==> src/rtl/mod_updown_counter.sv <==
// Modulo-N up/down counter with load, wrap or saturate mode, terminal-count and wrap flags.
// Optional registered Gray-coded output built only when GRAY_OUT_EN is defined; otherwise q_gray is 0.
module mod_updown_counter #(
    parameter int WIDTH    = 3,
    parameter int MODULUS  = 8,
    parameter int SATURATE = 0
) (
    input  logic             clk,
    input  logic             rst_n,
    input  logic             en,
    input  logic             up,
    input  logic             load,
    input  logic [WIDTH-1:0] load_val,
    output logic [WIDTH-1:0] q,
    output logic             tc,
    output logic             wrap,
    output logic [WIDTH-1:0] q_gray
);

    generate
        if (MODULUS < 2 || MODULUS > (1 << WIDTH)) begin : g_bad_modulus
            $error("mod_updown_counter: MODULUS %0d outside 2..2**WIDTH", MODULUS);
        end
    endgenerate

    // Terminal value held in WIDTH bits so MODULUS=2**WIDTH rolls over cleanly.
    localparam logic [WIDTH-1:0] TERM      = WIDTH'(MODULUS - 1);
    localparam logic [WIDTH-1:0] ONE       = WIDTH'(1);
    localparam bit               WRAP_MODE = (SATURATE == 0);

    logic [WIDTH-1:0] q_reg;
    logic [WIDTH-1:0] q_next;
    logic             wrap_reg;
    logic             wrap_next;
    logic             at_top;
    logic             at_bottom;

    assign at_top    = (q_reg == TERM);
    assign at_bottom = (q_reg == '0);

    // Load beats count; out-of-range loads clamp to the terminal value.
    always_comb begin
        q_next    = q_reg;
        wrap_next = 1'b0;
        if (load) begin
            q_next = (load_val > TERM) ? TERM : load_val;
        end else if (en) begin
            if (up) begin
                if (at_top) begin
                    q_next    = WRAP_MODE ? '0 : TERM;
                    wrap_next = WRAP_MODE;
                end else begin
                    q_next = q_reg + ONE;
                end
            end else begin
                if (at_bottom) begin
                    q_next    = WRAP_MODE ? TERM : '0;
                    wrap_next = WRAP_MODE;
                end else begin
                    q_next = q_reg - ONE;
                end
            end
        end
    end

    always_ff @(posedge clk) begin
        if (!rst_n) begin
            q_reg    <= '0;
            wrap_reg <= 1'b0;
        end else begin
            q_reg    <= q_next;
            wrap_reg <= wrap_next;
        end
    end

    assign q    = q_reg;
    assign wrap = wrap_reg;
    assign tc   = up ? at_top : at_bottom;

`ifdef GRAY_OUT_EN
    logic [WIDTH-1:0] gray_reg;

    // Encoded from q_next so the Gray value lands on the same edge as q.
    always_ff @(posedge clk) begin
        if (!rst_n) begin
            gray_reg <= '0;
        end else begin
            gray_reg <= q_next ^ (q_next >> 1);
        end
    end

    assign q_gray = gray_reg;
`else
    assign q_gray = '0;
`endif

endmodule
==> config.mk <==
export PLATFORM = sky130hd
export DESIGN_NAME = mod_updown_counter
export DESIGN_NICKNAME = d
export VERILOG_FILES = /design/src/rtl/mod_updown_counter.sv
export SDC_FILE = /design/constraint.sdc
export NUM_CORES = 1
export LEC_CHECK = 0
export ABC_CLOCK_PERIOD_IN_PS = 1600
export CORE_AREA = 2 2 39 41
export DETAILED_ROUTE_END_ITERATION = 7
export DIE_AREA = 0 0 41 43
export GPL_ROUTABILITY_DRIVEN = 1
export PLACE_DENSITY_LB_ADDON = 0.3
export SKIP_LAST_GASP = 1
export SLEW_MARGIN = 5
export SYNTH_ARGS = -nofsm -noshare
export SYNTH_HDL_FRONTEND = slang
export SYNTH_SLANG_ARGS = --single-unit
export TNS_END_PERCENT = 20
==> constraint.sdc <==
create_clock -name clk -period 1.6 [get_ports clk]
set_clock_uncertainty 0.15 [all_clocks]
set_input_delay 0.32 -clock clk [delete_from_list [all_inputs] [get_ports clk]]
set_output_delay 0.32 -clock clk [all_outputs]
set_load 0.005 [all_outputs]
Floorplan with the power grid:
Scale: 8 px per µm. Pins as bars on the die edge.
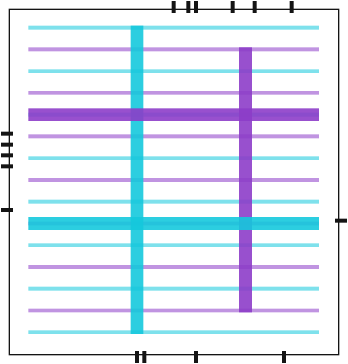
legend:
  VSS:
    colour: cyan
  VDD:
    colour: purple
met1 rails: 15
met5 straps: 2
met4 straps: 2
signal pins: 16
rows: 14
core outline area: 0.001384 mm²
die width: 41 µm
largest vdd supply drop: 0.0002788 V
die boundary height: 43 µm

Congestion heat map:
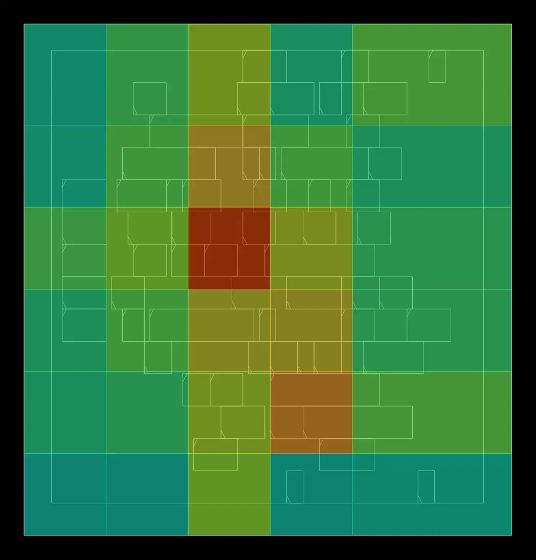
gr usage total: 12.16%
met1 layer usage reported by global route: 12.90%
Routed WL per cell: 10.55 µm
GR peak layer: met2

Clock wires, drivers and flops:
Scale: 12 px per µm.
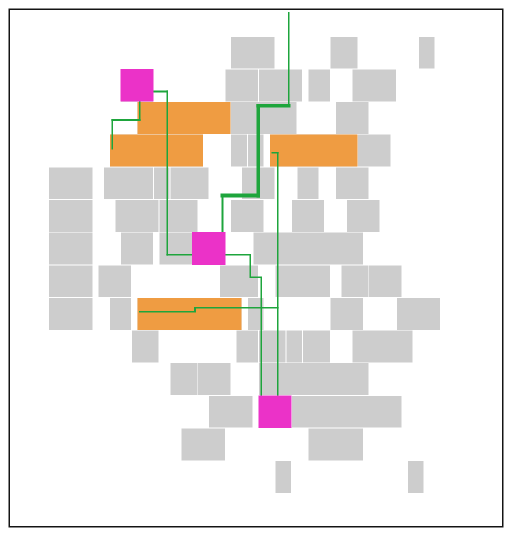
legend:
  flip-flops:
    colour: orange
    count: 4
  clock-net drivers:
    colour: magenta
    count: 3
  clock wires:
    colour: green
    length: 107 µm
routed clock nets: 4
Clk Latency, worst-skew pair: 0.24 ns
relative contribution of the clock network to total power: 32.8%
power attributed to the clock group: 129 µW

Layout detail:
Window x 21 to 41, y 22 to 42 µm. Cells in grey, sequential cells in the stronger grey; small squares are vias.
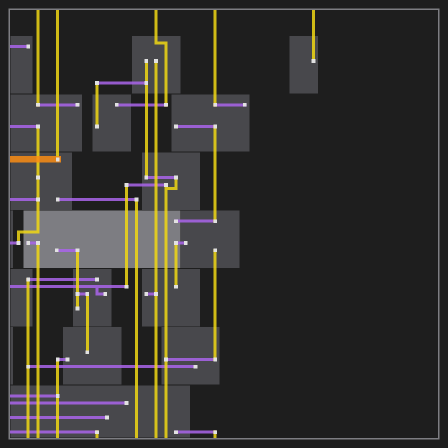
legend:
  M1:
    colour: purple
  M2:
    colour: yellow
  M3:
    colour: orange
cells with their middle in the window: 14
sequential cells in the window: 1
netlist names of flops here include: `wrap` (1)
most frequent: buf_4 (5), clkdlybuf4s50_1 (2)

synth_stat cells:
master	instances
a211oi_1	1
a21oi_1	2
a311o_1	1
a31o_1	1
a31oi_1	1
and2_1	1
buf_4	3
conb_1	1
dfxtp_1	4
ha_1	4
inv_1	4
nand2_1	2
nand2b_1	3
nand3b_1	1
nor2_1	1
nor3b_1	1
nor4b_1	1
o21ai_0	2
o221a_1	1
power by group through the flow:
stage	Sequential, µW	Clock, µW	Combinational (µW)
final	115	129	150
after global routing	116	147	165
after CTS	114	140	141
after detailed placement	114	0	110
after global placement	114	0	110
after floorplan	115	0	44.2
final cells by class:
cell class | instances | area, µm² | share of cell area, %
well taps | 16 | 20.02 | 3.292
inverters | 4 | 15.01 | 2.469
clock buffers | 3 | 22.52 | 3.704
multi-input cells | 26 | 251.5 | 41.36
flip-flops and latches | 4 | 86.33 | 14.20
repair buffers | 25 | 212.7 | 34.98
routing by layer:
layer  up-vias  global-route usage, %  part of all wire [%]
li1        171                      -                     -
met1       153                  12.90                    40
met2         8                  15.94                    56
met3         2                  6.283                   3.2
met4         0                  12.00                  0.85
met5         -                      0                     0
cell families after synthesis:
group,after synthesis
AND-OR/OR-AND,9
flip-flops,4
other,1
buffers and inverters,7
AND/OR/NAND/NOR,10
adder cells (fa/ha/maj),4
how the worst max path moves through the flow:
| stage | cells past startpoint | end | slack (ns) | startpoint |
|---|---|---|---|---|
| 4_1_cts | 2 | q[2] | -0.1 | q[2] |
| 2_1_floorplan | 6 | q[1] | 0.006 | q[0] |
| 6_report | 2 | q[2] | -0.06 | q[2] |
| 3_3_place_gp | 4 | tc | -0.36 | up |
| 3_5_place_dp | 4 | tc | -0.37 | up |
| 5_1_grt | 7 | q[1] | -0.13 | q[0] |
per-stage QoR:
step / cell area (µm²) / TNS, ns
2_1_floorplan: 302.8 / 0
3_3_place_gp: 495.5 / -0.6220
3_5_place_dp: 495.5 / -0.6187
4_1_cts: 579.3 / -0.2701
5_1_grt: 608.1 / -0.4869
6_report: 608.1 / -0.1922
critical path, stage by stage, from the launching register on:
cell             delay [ns]
dfxtp_4                0.36
buf_4                  0.11
clkdlybuf4s50_1        0.48
what timing repair did:
action	4_1_cts	5_1_grt
setup buffers	6	0
gates resized	16	7
setup endpoints to repair	4	5
pin swaps	4	3
==> run summary <==
Status on the layout run. Register share of total power landed at 29.2%. Number of iterations in the first detailed-routing pass landed at 2. Total of buffers placed on input and output ports landed at 12. Final setup violation count landed at 5. The register with the most flip-flops in the layout has 3 of them.

Setup repair after global routing could not meet its margin everywhere. Floorplan utilization landed at 21.34%. Hold analysis lists the worst path endpoint as q[2]. After synthesis, the largest area contributor takes up 27.12% of total cell area. The checks that failed: negative setup slack. Power spread over the standard cell area amounts to 648.1 mW/mm². By area the synthesized netlist is led by dfxtp_1 (27%), ha_1 (17%), buf_4 (7.6%).

Logic depth along the worst register-to-register path is recorded as 7. The run finished, with violations left. Once detailed placement completed, the half-perimeter wirelength came to 558.8 µm. The min-delay analysis places its worst path in the category reg -> reg. The detailed router reported a total wirelength of 823 µm. In the post-route analysis, the smallest setup slack over all paths is -0.06424 ns. The chip occupies 0.001763 mm². Buffers inserted to repair hold after CTS numbered 0.

Hold-check failures listed in the final report amount to 0. TritonCTS built the clock tree.
Power is estimated from default activity; no workload was simulated.
